Design fmul_pipe, sky130hd; sources not shown.
zoom.png
Region (253, 78) to (273, 98) microns. Cells in gray, sequential cells in the stronger gray; small squares are vias.
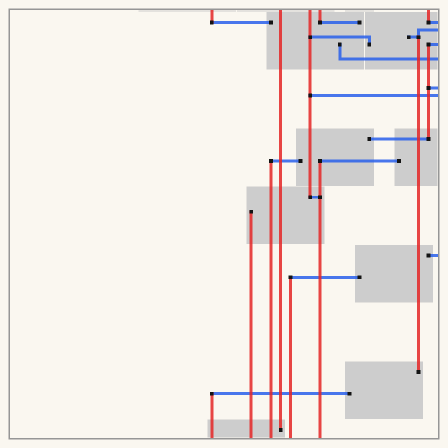
blue -> met1
red -> met2
cells with their middle in the window = 7
sequential cells in the window = 0
most frequent = clkdlybuf4s50_1 (5), ha_1 (2)

final_congestion.png
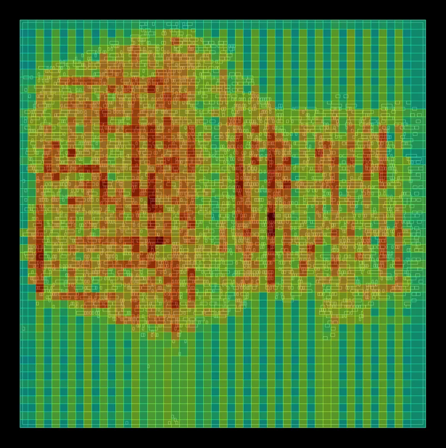
Total Routing Usage GR: 0.164
met3 Usage GRT: 0.0291

met4.png
Scale: 1 px per micron.
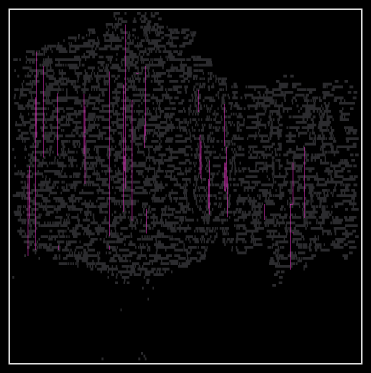
longest straight run = 165 microns
share of all routed wire = 1.9%
main direction = vertical
Routed WL: 99.6 mm
routed vias: 22400

metal_stack.png
Scale: 1 px per micron.
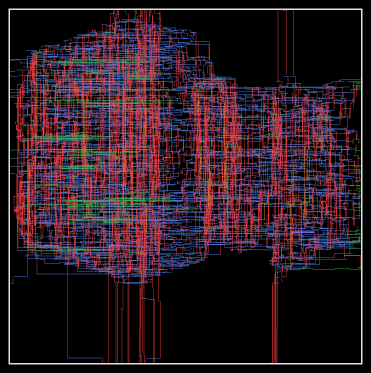
purple -> met5  # wire length 46.9 microns
green -> met3  # wire length 5730 microns
orange -> met4  # wire length 1930 microns
blue -> met1  # wire length 45.5 mm
red -> met2  # wire length 46.4 mm
routed len/inst: 18.2 microns

clock_map.png
Scale: 1 px per micron.
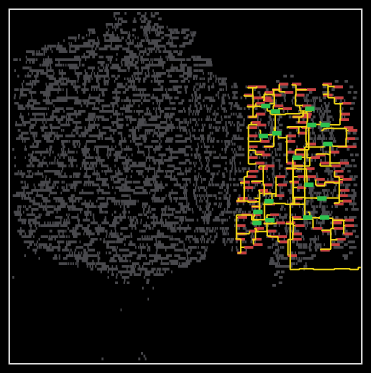
green -> cells driving clock nets  # count 17
red -> flip-flops  # count 139
yellow -> clock wires  # length 2120 microns
routed clock nets = 18
Clock Skew: 0.00736 ns

==> metrics.csv <==
metric,value,unit
yosys-stat-area,0.0275,sq mm
tapCellCount,1625,
num-multi-input-gates,2373,
syn_nets,4468,
edf_count,0,
wl_met2,46.4,mm
top_area_frac,0.351,
yosys-top-cells-count,"nand2_1, inv_1, fa_1",
ys_sh_mux,0,
status,completed,
overflow,0,
ant_nets,0,
period_needed,7.50,ns
tightestPinTransition,0.858,ns
hpwlAfterDp,84.0,mm
async_reset_ff_frac,1.00,
fp-utilization,0.228,
num_io_pins,105,
final_common_cell,nand2_1,
ys.flops,139,
-- repair_timing --
action                                  CTS  global route
pin swaps                                 1             0
resized                                  60           130
endpoints found under the setup margin   31            29
buffers inserted                          2             0
-- worst reg2reg max path, delay by kind of cell, from the launching register on --
kind / cells / cell delay (ns)
simple gates: 16 / 2.50
fa+ha+maj: 3 / 0.83
flops: 1 / 0.38
buf+inv: 3 / 0.32
compound gates: 1 / 0.06
